Figure 1. Placement by cell class.
(6 px per um)
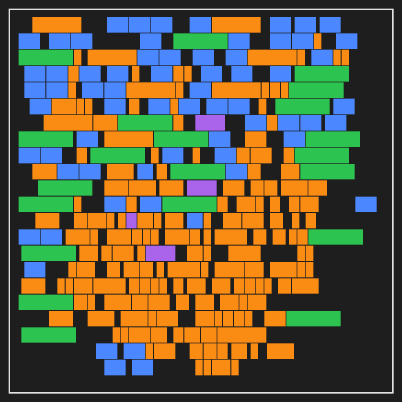
Figure 2. Signal wires on met1.
(8 px per um) Supply wires on this layer in grey.
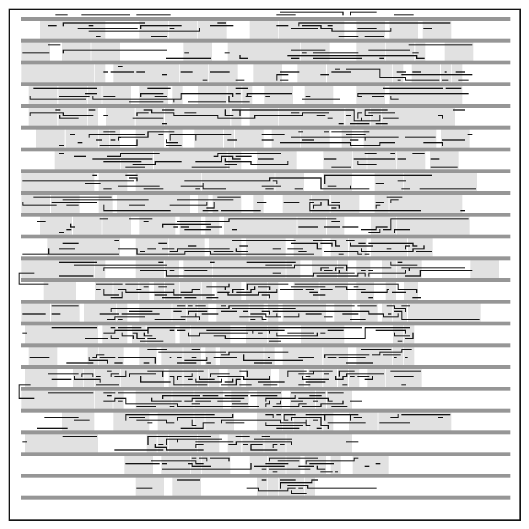
`src/rtl/reg_write_arbiter_pkg.sv`:
```
// Shared types and helpers for the round-robin register write arbiter.
// Imported by the picker and by the top-level FSM.
package reg_write_arbiter_pkg;

  typedef enum logic [1:0] {
    IDLE  = 2'd0,
    GRANT = 2'd1,
    HOLD  = 2'd2
  } state_t;

  // Width of an index into n requesters, never narrower than one bit.
  function automatic int idx_width(input int n);
    return (n > 1) ? $clog2(n) : 1;
  endfunction

endpackage

```
`src/rtl/rr_pick.sv`:
```
// Combinational round-robin picker: the first set request at or after ptr,
// wrapping modulo N_REQ, found by scanning a doubled copy of the request vector.
module rr_pick
  import reg_write_arbiter_pkg::*;
#(
  parameter int N_REQ = 4,
  localparam int IW = idx_width(N_REQ)
) (
  input  logic [N_REQ-1:0] req,
  input  logic [IW-1:0]    ptr,
  output logic             any,
  output logic [IW-1:0]    win,
  output logic [N_REQ-1:0] onehot
);

  logic [2*N_REQ-1:0] dbl;

  // Descending scan so the position closest to ptr is the last one written.
  always_comb begin
    dbl    = {req, req};
    any    = 1'b0;
    win    = '0;
    onehot = '0;
    for (int k = N_REQ - 1; k >= 0; k--) begin
      if (dbl[int'(ptr) + k]) begin
        any = 1'b1;
        win = IW'((int'(ptr) + k) % N_REQ);
      end
    end
    if (any) begin
      onehot[win] = 1'b1;
    end
  end

endmodule

```
`src/rtl/reg_write_arbiter.sv`:
```
// Round-robin arbiter that is the sole writer of a shared WIDTH-bit register,
// granting one requester at a time with a tenure capped at MAX_HOLD cycles.
module reg_write_arbiter
  import reg_write_arbiter_pkg::*;
#(
  parameter int N_REQ    = 4,
  parameter int WIDTH    = 8,
  parameter int MAX_HOLD = 4
) (
  input  logic                     clk,
  input  logic                     reset,
  input  logic [N_REQ-1:0]         req,
  input  logic [N_REQ-1:0]         lock,
  input  logic [N_REQ*WIDTH-1:0]   wdata,
  output logic [N_REQ-1:0]         gnt,
  output logic [$clog2(N_REQ)-1:0] owner,
  output logic                     busy,
  output logic [WIDTH-1:0]         q,
  output logic [WIDTH-1:0]         q_bar
);

  localparam int IW = idx_width(N_REQ);
  localparam int CW = $clog2(MAX_HOLD + 1);

  state_t             state;
  logic [IW-1:0]      ptr;
  logic [CW-1:0]      cnt;

  logic [IW-1:0]      rel_ptr;
  logic               owner_req;
  logic               owner_lock;
  logic [WIDTH-1:0]   owner_word;
  logic               stay;

  logic               idle_any;
  logic [IW-1:0]      idle_win;
  logic [N_REQ-1:0]   idle_oh;
  logic               rel_any;
  logic [IW-1:0]      rel_win;
  logic [N_REQ-1:0]   rel_oh;

  assign rel_ptr    = (owner == IW'(N_REQ - 1)) ? '0 : owner + IW'(1);
  assign owner_req  = req[owner];
  assign owner_lock = lock[owner];
  assign owner_word = wdata[owner*WIDTH +: WIDTH];
  assign stay       = owner_req && owner_lock && (cnt < CW'(MAX_HOLD));

  // Fresh arbitration from idle uses the stored pointer.
  rr_pick #(.N_REQ(N_REQ)) u_pick_idle (
    .req    (req),
    .ptr    (ptr),
    .any    (idle_any),
    .win    (idle_win),
    .onehot (idle_oh)
  );

  // Hand-over arbitration starts just past the releasing owner, which leaves
  // that owner last in line so it only wins again when nobody else asks.
  rr_pick #(.N_REQ(N_REQ)) u_pick_rel (
    .req    (req),
    .ptr    (rel_ptr),
    .any    (rel_any),
    .win    (rel_win),
    .onehot (rel_oh)
  );

  always_ff @(posedge clk or posedge reset) begin
    if (reset) begin
      state <= IDLE;
      gnt   <= '0;
      owner <= '0;
      ptr   <= '0;
      cnt   <= '0;
      q     <= '0;
    end else begin
      case (state)
        IDLE: begin
          if (idle_any) begin
            state <= GRANT;
            gnt   <= idle_oh;
            owner <= idle_win;
            cnt   <= CW'(1);
          end
        end
        GRANT, HOLD: begin
          if (owner_req) begin
            q <= owner_word;
          end
          if (stay) begin
            state <= HOLD;
            cnt   <= cnt + CW'(1);
          end else begin
            ptr <= rel_ptr;
            if (rel_any) begin
              state <= GRANT;
              gnt   <= rel_oh;
              owner <= rel_win;
              cnt   <= CW'(1);
            end else begin
              state <= IDLE;
              gnt   <= '0;
              cnt   <= '0;
            end
          end
        end
        default: begin
          state <= IDLE;
          gnt   <= '0;
          cnt   <= '0;
        end
      endcase
    end
  end

  assign busy  = (state != IDLE);
  assign q_bar = ~q;

endmodule

```
`config.mk`:
```
export PLATFORM = sky130hd
export DESIGN_NAME = reg_write_arbiter
export DESIGN_NICKNAME = d
export VERILOG_FILES = /design/src/rtl/reg_write_arbiter_pkg.sv /design/src/rtl/rr_pick.sv /design/src/rtl/reg_write_arbiter.sv
export SDC_FILE = /design/constraint.sdc
export NUM_CORES = 1
export LEC_CHECK = 0
export ABC_AREA = 0
export CAP_MARGIN = 20
export CORE_UTILIZATION = 50
export CTS_CLUSTER_SIZE = 24
export DETAILED_ROUTE_END_ITERATION = 6
export PLACE_DENSITY = 0.88
export SLEW_MARGIN = 20
export SYNTH_ARGS = -nofsm -noshare
export SYNTH_HDL_FRONTEND = slang
export SYNTH_HIERARCHICAL = 1
export SYNTH_SLANG_ARGS = --single-unit
export TNS_END_PERCENT = 50
```
`constraint.sdc`:
```
create_clock -name clk -period 4.2 [get_ports clk]
set_input_delay 0.84 -clock clk [delete_from_list [all_inputs] [get_ports clk]]
set_output_delay 0.84 -clock clk [all_outputs]
set_load 0.02 [all_outputs]
```
==> job_summary.md <==
### Metrics collected by this job

| Metric | Value |
|---|---|
| Outcome | finished, final reports clean |
| RSZ-0062 raised after global routing | false |
| Async SR Flop Fraction | 1.00 |
| Routability congestion estimate | 0.893 |
| GRT Residual Overflow | 0 |
| Max Root-Sink Buffers | 2 |
| Die Y | 63.7 um |
| CTS hold repair buffers | 0 |
| Setup ws final | 986 ps |
| Arr. time, crit path | 3370 ps |
| Chip Area, Yosys | 1900 um^2 |
| Cell area leaders | dfrtp_1 28%, mux4_2 9.5%, mux2_2 5.9% |
| Worst slack, placed | 881 ps |
| DR pass1 iterations | 4 |
| Num rows | 22 |
| Rel. slew slack | 0.441 |
| Post-CTS Setup Inserts | 0 |
| Worst slew pin tran | 838 ps |
| Final slew viol count | 0 |
| Switch Pwr | 0.959 mW |
| Hold Fails Final Rpt | 0 |
| Final ANT Viol Nets | 0 |
| Clock slew at reported path FFs | 80 ps |
| Largest net degree at the start of global routing | 22 |
| Seq pwr share | 0.192 |
| Share of post-route cells with drive strength above 1 | 0.143 |
| Flip-flops with a built-in enable | 0 |
| Tool Warnings | 29 |
| Buffers added on ports | 64 |
| Finished Layout Cells | 307 |
| Final setup vio count | 0 |
| Root buf cell | clkbuf_8 |
| Most numerous logic cell after layout | clkdlybuf4s50_1 |
| Internal power | 1.12 mW |
| Registers, synthesis | 21 |
| Chip area | 4050 um^2 |
| Initial DRC count | 139 |
| Cell Type Count | 50 |
| Skew final | 1.21 ps |
| Most common reg cell | dfrtp_1 |
| Worst hold path type | reg2reg |
| Leakage power | 1.08 nW |
| Sw Ratio | 0.462 |
| Min Hold Slack | 519 ps |
| YS warnings | 6 |
| Setup TNS Final | 0 ps |
| Core Box Area | 3660 um^2 |
| Syn Inst Count | 202 |
| Die Wd | 63.7 um |
| Crit. End Element | register |
| Drt drc | 0 |
| Sinks on Clock Net | 21 |
| Top cells excl fill/tap | 64 x clkdlybuf4s50_1, 22 x nand2_1, 21 x dfrtp_1 |
| Area grow syn2layout | 34.5% |
| Floorplan Utilization | 0.519 |
| Vias/cell | 5.78 |
| Initial antenna violation count | 0 |
| Post-Syn Area | 1900 um^2 |
| Worst skew pair latency | 260 ps |
| GRT Overall Usage | 0.262 |
| Synth area leader | dfrtp_1 |
| Diodes inserted | 0 |
| CTS tree | yes |
| Total cells reported by yosys after synthesis | 202 |
| Nets | 308 |
| Fmax | 311 MHz |
| Setup Crit Path Kind | reg2reg |
| Minimum clock period | 3210 ps |
| PostCTS Resize Cnt | 0 |
| Launching element type of the critical path | register |
| Placed cell count | 303 |
| Crit Path Max Fanout | 16 |
| Final total power | 2.08 mW |
| Crit share post-route | 0.765 |
| Synthesized area per cell | 9.41 um^2 |
| Net Count, Synth | 250 |
| I/O pins | 65 |
| Clock Power Share | 0.066 |
| VDD IR max | 510 uV |
| Max-area cell share | 0.276 |
| H-tree lvl count | 1 |
| Final HPWL DP | 3810 um |
| First-pass GRT wire length | 8120 um |
| Vias in the first global route | 1,696 |
| Max-Cap Viols | 0 |
| Data required time of the critical path | 4350 ps |
| Synth Seq Share | 0.276 |
| Pwr/cell area | 812 nW/um^2 |
| Inserted Clock Buffers | 3 |
| Combinational Power Share | 0.742 |
| DR WL/cell | 16.4 um |
Notes on Figure 1 above:
class	colour	cells	share of their area
remaining buffers and delay cells	blue	66	26%
registers	green	21	21%
remaining logic cells	orange	168	51%
clock drivers and dummy loads	purple	4	1.9%

Notes on Figure 2 above:
share of all routed wire	41%
wire length on this layer	2,040 um
main direction	horizontal
nets with wire on the layer	275
longest straight run	26.7 um
vias: 1,774
met1 Usage GRT: 0.318
final WL: 5030 um

-- Yosys cell counts (all sizes together) (5+ instances only) --
cell type and number:
nand2 22, dfrtp 21, inv 18, o21ai 17, nor2 16, buf 12, mux2 12, mux2i 10
mux4 8, nor2b 7, a21oi 6, ha 6, a32oi 5
-- through the flow --
step                cell area (um^2)  utilization
floorplan                       1900            -
global placement                2510        0.686
detailed placement              2510        0.686
CTS                             2560        0.699
global route                    2560        0.699
finish                          2560        0.699
-- metal layers --
layer,up-vias,GRT usage,part of all wire,routed length (um)
met5,-,0,0,0
met4,0,0.0795,0.016,81
met3,8,0.0290,0.032,162
met2,49,0.479,0.55,2750
met1,866,0.318,0.41,2040
li1,851,-,-,-
-- sequential cells by signal (all words and copies together) (netlist names) --
name / flops
owner: 2
gnt: 4
state: 2
q: 8
ptr: 2
cnt: 3
-- cells by family (layout without fill, tap and decap cells) --
group                    Yosys count  in the layout  synth area share
AND/OR/NAND/NOR                   61             61             0.161
AND-OR/OR-AND                     53             53             0.203
buffers and inverters             31             88            0.0914
multiplexers                      30             30             0.229
flip-flops                        21             21             0.276
adder cells (fa/ha/maj)            6              6            0.0395
-- area by class of cell --
class / count / area [um^2]
Multi-Input combinational cell: 150 / 1200
Fill cell: 275 / 1100
Timing Repair Buffer: 66 / 656
Sequential cell: 21 / 526
Inverter: 18 / 67.6
Tap cell: 48 / 60.1
Clock buffer: 3 / 41.3
Clock inverter: 1 / 5.00
-- worst max-delay path: stages (launching register included) --
cell and delay [ps]:
dfrtp_1 620, ha_1 300, nor2_1 450, ha_1 430, and4b_1 260, o31ai_2 220, a21o_1 220, nand2_1 70
mux2_2 260, mux2_2 260
-- path summary, 6_finish.rpt --
| kind | from | to | slack [ps] | cells past startpoint |
|---|---|---|---|---|
| max | owner[1]$_DFFE_PP0P_ | owner[0]$_DFFE_PP0P_ | 990 | 9 |
| min | gnt[0]$_DFFE_PP0P_ | gnt[0]$_DFFE_PP0P_ | 520 | 1 |
| max reg2reg | owner[1]$_DFFE_PP0P_ | owner[0]$_DFFE_PP0P_ | 990 | 9 |
| min reg2reg | gnt[0]$_DFFE_PP0P_ | gnt[0]$_DFFE_PP0P_ | 520 | 1 |
| max in group asynchronous | reset | gnt[1]$_DFFE_PP0P_ | 2650 | 2 |
| min in group asynchronous | reset | q[6]$_DFFE_PP0P_ | 1040 | 2 |
-- power by group through the flow --
stage | clock network [mW] | logic [mW] | registers [mW]
2_1_floorplan | 0 | 1.12 | 0.434
3_3_place_gp | 0 | 1.48 | 0.398
3_5_place_dp | 0 | 1.52 | 0.403
4_1_cts | 0.143 | 1.54 | 0.399
5_1_grt | 0.148 | 1.67 | 0.415
6_report | 0.137 | 1.54 | 0.399
Power is estimated from default activity; no workload was simulated.
